==> config.mk <==
export PLATFORM = sky130hd
export DESIGN_NAME = gl_operand_capture_flat
export DESIGN_NICKNAME = d
export VERILOG_FILES = /design/src/rtl/gl_operand_capture_if.sv /design/src/rtl/gl_operand_capture.sv /design/src/flat_wrapper.sv
export SDC_FILE = /design/constraint.sdc
export NUM_CORES = 1
export LEC_CHECK = 0
export ABC_AREA = 1
export CELL_PAD_IN_SITES_DETAIL_PLACEMENT = 1
export CELL_PAD_IN_SITES_GLOBAL_PLACEMENT = 1
export CORE_MARGIN = 2
export CORE_UTILIZATION = 50
export CTS_BUF_LIST = sky130_fd_sc_hd__clkbuf_8
export DETAILED_ROUTE_END_ITERATION = 6
export DONT_BUFFER_PORTS = 1
export PLACE_DENSITY_LB_ADDON = 0.1
export SLEW_MARGIN = 20
export SYNTH_ARGS = -nofsm -noshare
export SYNTH_HDL_FRONTEND = slang
export SYNTH_SLANG_ARGS = --single-unit
export TNS_END_PERCENT = 30
==> constraint.sdc <==
create_clock -name clk -period 2.5 [get_ports clk]
set_input_delay 0.5 -clock clk [delete_from_list [all_inputs] [get_ports clk]]
set_output_delay 0.5 -clock clk [all_outputs]
set_load 0.01 [all_outputs]
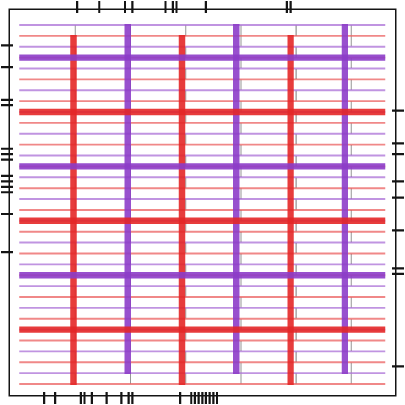
*PDN straps and rails, run 1*
(4 px per um) Pins as bars on the die edge. Tap cells in grey.
| colour | net |
|---|---|
| purple | VDD |
| red | VSS |
tap cells: 105
met5 straps: 6
Die Width: 96.2 um
Core Region: 0.00822 mm^2
DIE HEIGHT: 96.2 um
peak supply drop: 0.000420 V

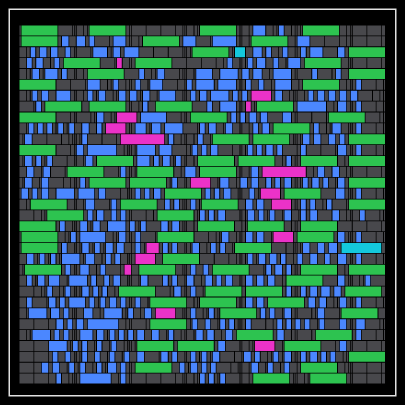
*Placement by cell class, run 1*
(4 px per um) Fill, decap, tap and diode cells in grey.
| colour | class | cells | share of their area |
|---|---|---|---|
| green | registers | 83 | 47% |
| cyan | remaining buffers and delay cells | 2 | 0.80% |
| blue | remaining logic cells | 390 | 47% |
| magenta | clock drivers and dummy loads | 16 | 5.0% |
Rows: 33
sequential share of cell area: 0.460

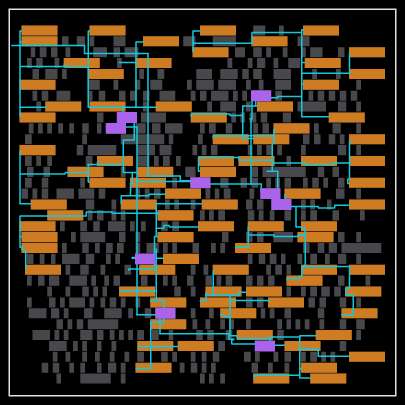
*Clock distribution, run 1*
(4 px per um)
[cyan] clock wires | length: 1030 um
[orange] flip-flops | count: 83
[purple] clock-net drivers | count: 9
routed clock nets: 10
Late-Pin Clk Latency: 350 ps
part of the power in the clock network: 0.208
clk pwr: 1.06 mW
clock skew: 14.5 ps

==> out/qor.yml, run 1 <==
cp_slowest_stage_delay_ps: 540
yosys-top-cells-area: "dfrtp_1 (49%), nand2_1 (9.4%), o21ai_0 (6.7%)"
h-tree-depth: 3
ys_types: 39
root_buffer: "clkbuf_8"
fin_area_mm2: 0.00451
syn_avg_cell_area_um2: 8.66
critical_path_class: "flip-flop to flip-flop"
grt.total_usage: 0.235
area_growth_pct: 6.12
vias: 3190
synth-warning-count: 0
arrival_ps: 2280
routed_wl_um: 9850
cts_tree: "built"
hold_violations: 0
finalClockPeriodUsage: 0.803
cp_max_fo: 23
rrSetupSlack_ps: 490
crit_chain: "inv_4 -> nand2_1 -> nand4_1 -> nand2_2 -> nand2_2 -> nand2_4 -> nor2_4 -> nand2_1 -> o21ai_1"
cts_made_buffers: 9
grt_max_degree: 84
period_minus_slack_ps: 2010
cts_setup_buffers: 0
clock_path_buffers: 2
num_antenna_cells: 0
grt_pass1_vias: 3343
openroad.warnings: 35
pin_count: 50
routabilityCongestion: 0.842
ys_ff: 83
hp-class: "input pin to asynchronous set/reset pin"
ys_chip_area_mm2: 0.00425
relSlewSlack: 0.480
port-buffer-count: 0
clk_pin_slew_ps: 90
grt_pass1_wl_um: 16500
synthesis.area_mm2: 0.00425
synth_async_sr_flop_share: 1.00
worst_pin_slew_ps: 772
vias_per_cell: 5.35
syn_nets: 526
cp-start-kind: "flip-flop"
antenna_found_initial: 0
cp_slowest_cell: "dfrtp_1"
top_cell: "nand2_1"
status: "finished, final reports clean"
cap_violations: 0
yosys-stat-cells: 491
largest_reg_flops: 32
dpl.hpwl_um: 7130
setup_viol: 0
cts_sinks: 83
setup_tns_ps: 0
power.leakage_nw: 2.18
worst_setup_path_end_kind: "flip-flop"
edf_count: 0
synthTopCellsByCount: "nand2_1 (106), dfrtp_1 (83), inv_1 (58), o21ai_0 (57), nand3_1 (29)"
synth_cells: 491
drt-initial-drc-count: 79
top_area_cell: "dfrtp_1"
==> run 1: kinds of logic (layout without fill, tap and decap cells) <==
family	count (synthesis)	in the layout	synth area share
AND-OR/OR-AND	112	112	0.139
XOR/XNOR	10	10	0.0224
adder cells (fa/ha/maj)	14	14	0.0412
buffers and inverters	81	81	0.0856
flip-flops	83	83	0.488
AND/OR/NAND/NOR	191	191	0.224
==> run 1: power by group <==
part | internal (mW) | switching [mW]
Sequential | 1.85 | 0.369
Combinational | 0.635 | 1.19
Clock | 0.583 | 0.478
==> run 1: worst max-delay path: cells and delay by family (launching register included) <==
kind / cells / cell delay [ps]
AND-OR/OR-AND: 1 / 110
flip-flops: 1 / 540
AND/OR/NAND/NOR: 7 / 1070
buffers and inverters: 1 / 190
==> run 1: layer usage <==
metal  track usage  vias to the layer above  routed length, um  share of wire
li1              -                     1569                  -              -
met1         0.283                     1572               4270           0.43
met2         0.420                       37               5170           0.52
met3        0.0462                       12                258          0.026
met4        0.0726                        0                153          0.016
met5             0                        -                  0              0
==> run 1: area by class of cell <==
type | instances | area [um^2]
inverters | 63 | 239
clock inverters | 6 | 81.3
clock buffers | 10 | 138
repair buffers | 2 | 35.0
well taps | 105 | 131
flip-flops and latches | 83 | 2080
multi-input cells | 327 | 1810
fillers | 994 | 3700
==> run 1: cells in the final DEF, fill, tap and decap left out, types with 4 or more instances in the layout <==
cell and instances:
nand2_1 106, ha_1 14, a31oi_1 8, inv_1 60, xor2_1 6, clkbuf_8 10, dfrtp_1 83, nor2_1 27
nor2_4 4, o21ai_0 57, a21oi_1 21, o21ai_1 19, nand3_1 29
==> run 1: per-stage QoR <==
step,power [mW],cells
finish,5.11,596
global route,5.54,596
floorplan,3.63,491
CTS,5.16,596
global placement,3.92,579
detailed placement,4.04,579
==> run 1: repair_timing <==
item                       4_1_cts  5_1_grt
gates resized                    0        0
setup endpoints to repair        0        0
hold endpoints to repair        83        0
hold buffers                     1        0
==> run 1 -> run 2 <==
--- a/config.mk
+++ b/config.mk
@@ -9,7 +9,7 @@
 export CELL_PAD_IN_SITES_DETAIL_PLACEMENT = 1
 export CELL_PAD_IN_SITES_GLOBAL_PLACEMENT = 1
 export CORE_MARGIN = 2
-export CORE_UTILIZATION = 50
+export CORE_UTILIZATION = 45
 export CTS_BUF_LIST = sky130_fd_sc_hd__clkbuf_8
 export DETAILED_ROUTE_END_ITERATION = 6
 export DONT_BUFFER_PORTS = 1
==> constraint.sdc (replaced) <==
create_clock -name clk -period 1.6 [get_ports clk]
set_input_delay 0.32 -clock clk [delete_from_list [all_inputs] [get_ports clk]]
set_output_delay 0.32 -clock clk [all_outputs]
set_load 0.01 [all_outputs]
==> run 2 against run 1 <==
  * Total power increased by 75%
  * Highest routed layer unchanged
  * The run now ends with hold timing left
  * Cell area increased by 13%
  * Count of clock-buffer cells in the layout increased by 2
  * Final cell count increased by 9.1%
==> out/qor.yml, run 2 <==
grt_use_met2: 0.364  # was 0.420
routabilityCongestion: 0.760  # was 0.842
instances_no_fill: 650  # was 596
ys_types: 39  # unchanged
vias_per_cell: 5.29  # was 5.35
p_per_area_mw_per_mm2: 1760  # was 1130 mW/mm^2
cts_tree: "built"  # unchanged
dpl.hpwl_um: 7820  # was 7130 um
vias: 3441  # was 3190
top_area_cell: "dfrtp_1"  # unchanged
post-place-cells: 624  # was 579
finalNetCount: 569  # was 521
r2r_cells: 8  # was 9
p_comb_frac: 0.439  # was 0.358
synth-warning-count: 0  # unchanged
cp_max_fo: 7  # was 23
num_antenna_cells: 0  # unchanged
cts_sinks: 83  # unchanged
worst_setup_path_end_kind: "flip-flop"  # unchanged
cp_slowest_stage_delay_ps: 390  # was 540 ps
openroad.warnings: 39  # was 35
lay_top_cells: "nand2_1 (83), dfrtp_1 (83), inv_1 (53)"  # was nand2_1 (106), dfrtp_1 (83), inv_1 (60)
cap_violations: 0  # unchanged
path_depth: 8  # was 9
edf_count: 0  # unchanged
switchingPower_mw: 3.51  # was 2.04 mW
path_delay_family: "simple AND/OR/NAND/NOR gates"  # unchanged
syn_nets: 526  # unchanged
intPower_mw: 5.44  # was 3.07 mW
rrSetupSlack_ps: 6  # was 490 ps
synthesis.area_mm2: 0.00425  # unchanged
hold_violations: 83  # was 0
port-buffer-count: 0  # unchanged
worst-path-buf-inv: 2  # was 1
ys_ff: 83  # unchanged
cp-start-kind: "flip-flop"  # unchanged
drt-initial-drc-count: 91  # was 79
insertion_delay_ps: 350  # about the same
fin_worst_skew_ps: 11.2  # was 14.5 ps
antenna_found_initial: 0  # unchanged
largest_reg_flops: 32  # unchanged
pwr-share-clk: 0.179  # was 0.208
pin_count: 50  # unchanged
top_usage_layer: "met2"  # unchanged
critical_path_class: "flip-flop to flip-flop"  # unchanged
root_buffer: "clkbuf_8"  # unchanged
grt.total_usage: 0.225  # was 0.235
grt_pass1_vias: 3647  # was 3343
hp-class: "input pin to asynchronous set/reset pin"  # unchanged
top_cell: "nand2_1"  # unchanged
cts_made_buffers: 9  # unchanged
grt-ovfl-total: 0  # unchanged
yosys-top-cells-area: "dfrtp_1 (49%), nand2_1 (9.4%), o21ai_0 (6.7%)"  # unchanged
met3_usage: 0.0421  # was 0.0462
grt_pass1_wl_um: 17900  # was 16500 um
ys_seq_frac: 0.488  # unchanged
crit_chain: "inv_2 -> ha_4 -> nand3_4 -> nor2_8 -> nand3_1 -> buf_4 -> nand3_1 -> o21ai_1"  # was inv_4 -> nand2_1 -> nand4_1 -> nand2_2 -> nand2_2 -> nand2_4 -> nor2_4 -> nand2_1 -> o21ai_1
grt_max_degree: 84  # unchanged
p_seq_frac: 0.383  # was 0.434
yosys-stat-cells: 491  # unchanged
relSlewSlack: 0.502  # was 0.480
rows: 35  # was 33
worst_pin_slew_ps: 739  # was 772 ps
groute.layer.met1.usage: 0.307  # was 0.283
hold_slack_ps: -348  # was 53.8 ps
finalClockPeriodUsage: 0.996  # was 0.803
clk_pin_slew_ps: 80  # was 90 ps
arrival_ps: 1830  # was 2280 ps
h-tree-depth: 3  # unchanged
synth_cells: 491  # unchanged
area_growth_pct: 19.4  # was 6.12%
sw_frac_of_total: 0.392  # was 0.400
cp_slowest_cell: "dfrtp_1"  # unchanged
setup_viol: 0  # unchanged
synth_async_sr_flop_share: 1.00  # unchanged
synthTopCellsByCount: "nand2_1 (106), dfrtp_1 (83), inv_1 (58), o21ai_0 (57), nand3_1 (29)"  # unchanged
rsz0062_at_grt: "yes"  # was no
status: "complete, but fails checks"  # was finished, final reports clean
routed_wl_um: 10800  # was 9850 um
period_minus_slack_ps: 1590  # was 2010 ps
clock_path_buffers: 2  # unchanged
violations: "hold timing"
syn_avg_cell_area_um2: 8.66  # unchanged
power.leakage_nw: 2.46  # was 2.18 nW
ys_chip_area_mm2: 0.00425  # unchanged
-- run 2: cell counts after synthesis --
Identical to the previous run, type by type.
-- run 2: cells by family after synthesis --
| group | count (synthesis) | share of synthesized area |
|---|---|---|
| AOI/OAI and AO/OA | 112 | 0.139 |
| xor gates and xnor gates | 10 | 0.0224 |
| adders and majority gates | 14 | 0.0412 |
| buffers and inverters | 81 | 0.0856 |
| DFF | 83 | 0.488 |
| and+or+nand+nor | 191 | 0.224 |
-- run 2: through the flow --
stage	hold WS [ps]	setup WS (ps)	TNS, ps	total power [mW]	cell area, um^2
final	-348	6.15	0	8.94	5080
after detailed placement	26.3	-58.0	-285	6.86	4630
after CTS	-365	-7.43	-7.43	8.52	4870
after global placement	26.5	19.4	0	6.66	4630
after global routing	-380	-61.8	-1620	9.66	5080
after floorplan	24.4	21.2	0	5.67	4250
-- run 2: layout make-up --
cell class                      count  area, um^2
Clock buffer                       12         165
Clock inverter                      4        47.5
Fill cell                        1090        4120
Inverter                           63         246
Multi-Input combinational cell    327        1950
Sequential cell                    83        2080
Tap cell                          111         139
Timing Repair Buffer               50         453
-- run 2: repair_timing --
action,4_1_cts,5_1_grt
setup buffers,0,12
gates cloned,0,0
endpoints found under the setup margin,18,63
pin swaps,1,12
gates resized,8,54
endpoints found under the hold margin,83,83
-- run 2: worst register-to-register path, stage by stage (launching register included) --
cell     delay [ps]
dfrtp_1         390
inv_2            80
ha_4            140
nand3_4         120
nor2_8          170
nand3_1         170
buf_4           210
nand3_1         100
o21ai_1          90
-- run 2: routing by layer --
metal	wire length (um)	vias up
met1	4810	1706
met3	505	10
met4	135	0
met5	0	-
met2	5390	53
li1	-	1672
-- run 2: power groups by stage --
stage                     clock network [mW]  registers [mW]  logic, mW
after floorplan                            0            3.30       2.37
after global placement                     0            3.41       3.25
after detailed placement                   0            3.47       3.39
after CTS                               1.63            3.43       3.46
after global routing                    1.72            3.51       4.43
final                                   1.60            3.42       3.92
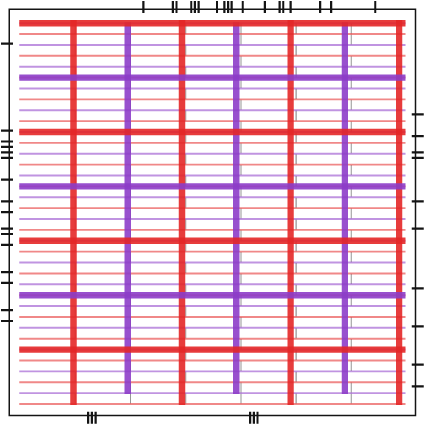
*PDN straps and rails, run 2*
(4 px per um) Pins as bars on the die edge. Tap cells in grey.
| colour | net |
|---|---|
| red | VSS |
| purple | VDD |
signal pins: 50
met4 straps: 7
rows: 35
met1 rails: 36
Core Region: 0.00920 mm^2
peak supply drop: 0.000633 V
Die Width: 101 um
DIE HEIGHT: 101 um

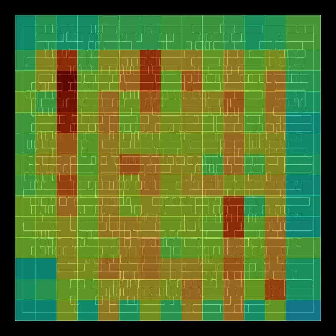
*Routing congestion, run 2*
final design utilization: 0.552
Routed WL per cell: 16.7 um

Power and IR drop assume default switching activity.
